==> config.mk <==
export PLATFORM = sky130hd
export DESIGN_NAME = alu_op_sequencer
export DESIGN_NICKNAME = d
export VERILOG_FILES = /design/src/rtl/alu_op_sequencer.sv
export SDC_FILE = /design/constraint.sdc
export NUM_CORES = 1
export LEC_CHECK = 0
export CAP_MARGIN = 20
export CORE_MARGIN = 2
export CORE_UTILIZATION = 42
export CTS_CLUSTER_SIZE = 20
export DETAILED_ROUTE_END_ITERATION = 7
export PLACE_DENSITY = 0.92
export SYNTH_ARGS = -nofsm -noshare
export SYNTH_HDL_FRONTEND = slang
export SYNTH_SLANG_ARGS = --single-unit
==> constraint.sdc <==
create_clock -name clock -period 1.7 [get_ports clock]
set_input_delay 0.255 -clock clock [delete_from_list [all_inputs] [get_ports clock]]
set_output_delay 0.255 -clock clock [all_outputs]
set_load 0.03 [all_outputs]
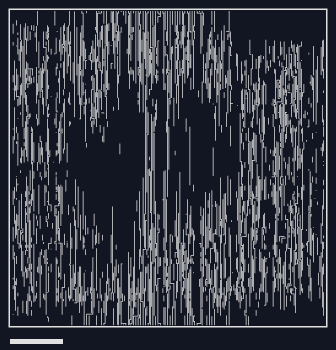
(run_1/m2.png)
Bar = 20 µm.
The longest straight run is 48.3 µm. The wires run mostly vertical. The layer holds 52% of the routed length.
met2 Use GR: 42.9%
DR vias: 5660
Post-Route WL: 17.4 mm

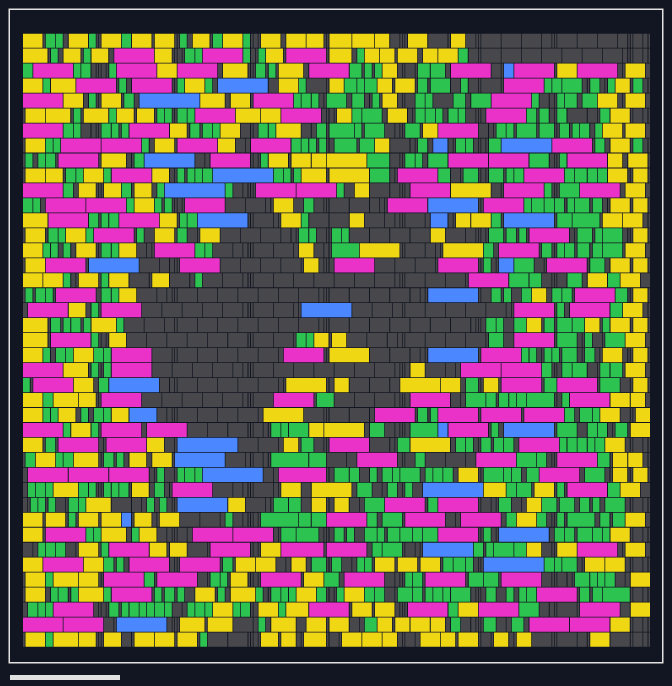
(run_1/class_map.png)
Bar = 20 µm. Fill, decap, tap and diode cells in grey.
Magenta stands for registers, cells 136. Blue stands for clock drivers and dummy loads, cells 31. Yellow stands for remaining buffers and delay cells, cells 274. Green stands for remaining logic cells, cells 498.
Design Area, Final: 0.00902 mm²
Core Region: 0.0127 mm²
Final Core Density: 70.9%
flop share of the area: 30.2%
FP Rows: 41

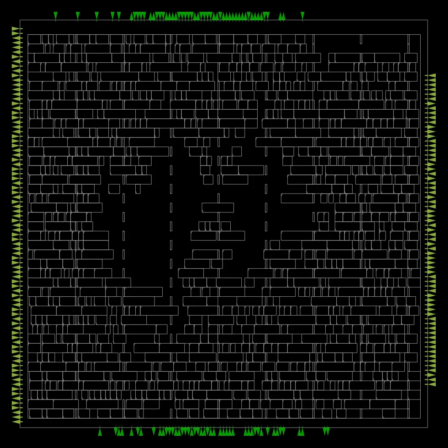
(run_1/placed.png)
num tapcells: 172
seq_cells: 136
Layout Cells excl Fill: 1111
fill cell count: 981

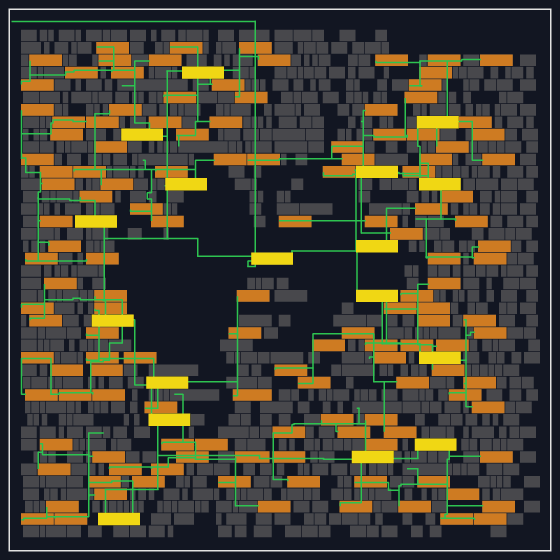
(run_1/clock_wires.png)
Green stands for clock wires, length 1650 µm. Yellow stands for clock-net drivers, count 17. Orange stands for flip-flops, count 136.
There are 18 routed clock nets.
Clock Skew: 0.0105 ns
Clk. pwr: 4.29 mW
Clock Power Share: 46.4%

==> flow_summary_export.csv <==
group,metric,value,unit
critical_path,cp.arrival,1.64,ns
synth,ys_cells,694,
synth,top_cells_by_area,"dfxtp_1 49%, nand2_1 14%, a21oi_1 12%",
final_timing,period_minus_slack,1.90,ns
min_path,worstHoldPathCells,3,
synth,xor_area_share,0,%
layout,drive_gt1_share,13.8,%
synth,synthSimpleGateAreaFrac,27.8,%
final_timing,finalCritPeriodShare,112,%
final_timing,fin_ws,-0.198,ns
synth,logic_family,"simple AND/OR/NAND/NOR gates",
layout,area_delta_synth_final,64.0,%
flow_run,cap_viol_max_count,0,
final_timing,worstMarginPinSlew,0.647,ns
synth,synth_area,0.00550,mm²
synth,yosysWarnings,0,
final_timing,slew_headroom,56.8,%
synth,numSynthFlops,136,
detailed_routing,vias_per_cell,5.09,
synth,yosysUniqueCellTypes,25,
synth,avgSynthCellArea,7.93,µm²
detailed_routing,drtAntennaViolNets,0,
place,hpwl,11.5,mm
synth,ys.flop_type,"dfxtp_1",
critical_path,r2r_setup_slack,0.16,ns
floorplanning,ios,249,
clocking,cts_inserted_buffers,17,
detailed_routing,first_iter_violations,469,
final_timing,max_freq,0.527,GHz
detailed_routing,first_pass_iters,4,
critical_path,start_kind,"flip-flop",
synth,postSynthCellCount,694,
global_routing,antenna_found_initial,0,
power_and_ir_drop,cellPowerDensity,1020,mW/mm²
layout,n_antenna_cell,0,
final_timing,drv_slew,0,
global_routing,grt-ovfl-total,0,
floorplanning,die-area,0.0140,mm²
flow_run,warnings,28,
min_path,min_path_type,"primary input to flip-flop",
critical_path,cp_data_required_time,1.44,ns
synth,synth_seq_share,49.5,%
synth,yosysChipArea,0.00550,mm²
layout,final_nets,1063,
floorplanning,die_h,118,µm
final_timing,finalHoldViolations,0,
clocking,clock_tree.root_cell,"clkbuf_16",
synth,yosys.area.top_type,"dfxtp_1",
synth,mux_share,5.82,%
floorplanning,fp.dieW,118,µm
critical_path,path_class,"flip-flop to primary output",
global_routing,grt_pass1_vias,5676,
synth,yosys-top-cells-count,"204 x nand2_1, 136 x dfxtp_1, 134 x a21oi_1",
power_and_ir_drop,ir_drop,0.635,mV
synth,netlist.area_leader.share,49.5,%
place,dp_cells,1076,
global_routing,track_usage,24.1,%
synth,edf_count,0,
run_status,violations,"setup timing",
place,io_buffers,248,
clocking,cts_sinks,136,
place,dpl_cell_area,0.00817,mm²
global_routing,grt_use_met3,8.98,%
critical_path,r2r_cells,6,
global_routing,use_met1,25.8,%
clocking,hold_buffers,0,
synth,ys_sh_aoi,12.6,%
synth,fa_ha_area_share,0,%
synth,async_flop_share,0,%
final_timing,rsz0062_at_grt,"true",
clocking,clk_pin_slew,0.06,ns
clocking,htree_levels,4,
detailed_routing,wl_per_cell,15.7,µm
critical_path,path_max_fanout,4,
synth,yosysMostFrequentCell,"nand2_1",
clocking,cts_buffer_depth,2,
detailed_routing,drcViolationCount,0,
global_routing,grt_pass1_wl,27.2,mm
place,gp_congestion,0.800,
critical_path,cp-end-kind,"primary output",
global_routing,grt_busiest_layer,"met2",
final_timing,finalSetupViolCount,43,
run_status,outcome,"complete, but fails checks",
global_routing,grt_max_degree,83,
power_and_ir_drop,p_leak,3.85,nW
floorplanning,initial_core_util,43.3,%
clocking,insertion_delay,0.42,ns
clocking,cts_tree,"yes",
synth,syn_nets,830,
[run 1: layout make-up]
cell class	instances	area, µm²	area share, %
well taps	172	215	2.38
multi-input cells	497	2640	29.2
clock inverters	13	249	2.76
repair buffers	274	2750	30.5
flip-flops and latches	136	2730	30.2
clock buffers	18	439	4.87
inverters	1	6.26	0.0693
[run 1: power by group]
group / switching (mW) / leakage [nW] / internal (mW)
Clock: 1.36 / 0.332 / 2.92
Sequential: 0.0927 / 1.11 / 3.35
Combinational: 0.809 / 2.41 / 0.708
[run 1: through the flow]
| step | setup WS [ns] | TNS (ns) | total power, mW | util, % | hold slack, ns |
|---|---|---|---|---|---|
| after floorplan | 0.0560 | 0 | 4.25 | - | 0.355 |
| final | -0.198 | -4.04 | 9.25 | 70.9 | 0.300 |
| after global routing | -0.262 | -7.31 | 9.59 | 70.9 | 0.317 |
| after CTS | -0.199 | -5.45 | 9.31 | 70.2 | 0.292 |
| after detailed placement | -0.171 | -8.23 | 5.02 | 64.3 | 0.444 |
| after global placement | -0.170 | -7.29 | 5.00 | 64.3 | 0.437 |
[run 1: routing by layer]
| metal | wire (µm) | vias up |
|---|---|---|
| li1 | - | 2761 |
| met1 | 6720 | 2672 |
| met2 | 8980 | 210 |
| met3 | 1500 | 17 |
| met4 | 200 | 0 |
| met5 | 0 | - |
[run 1: timing repair]
action                     in CTS  in global routing
setup buffers                   5                  1
pin swaps                       3                  0
resized                        52                 44
hold endpoints to repair        0                  0
setup endpoints to repair      84                 75
[run 1: cells in the final DEF (no fill, tap or decap), types with 2 or more instances in the layout]
cell	netlist	layout
mux2i_2	0	5
clkinv_2	0	3
clkinvlp_4	0	2
nor2_2	0	2
nor3_2	0	4
clkdlybuf4s50_1	0	134
nand3b_1	34	34
clkbuf_16	0	17
nand3_1	34	34
a21oi_1	134	134
nor2b_1	33	32
dlygate4sd2_1	0	36
bufinv_16	0	7
dfxtp_1	136	134
nand2_1	204	204
nor2_1	8	5
buf_4	0	58
mux2i_1	32	27
buf_6	0	6
buf_12	0	12
nand2b_1	3	2
dlymetal6s2s_1	0	28
[run 1: cells by family (layout without fill, tap and decap cells)]
group	count (synthesis)	in the layout
simple gates	328	328
compound gates	137	137
flops	136	136
buf+inv	61	306
mux	32	32
[run 1: critical path, cell delays in order, from the launching register on]
cell	delay [ns]
dfxtp_2	0.35
nand2b_2	0.20
or3_4	0.38
nor3_2	0.11
buf_4	0.18
Power and IR drop assume default switching activity.
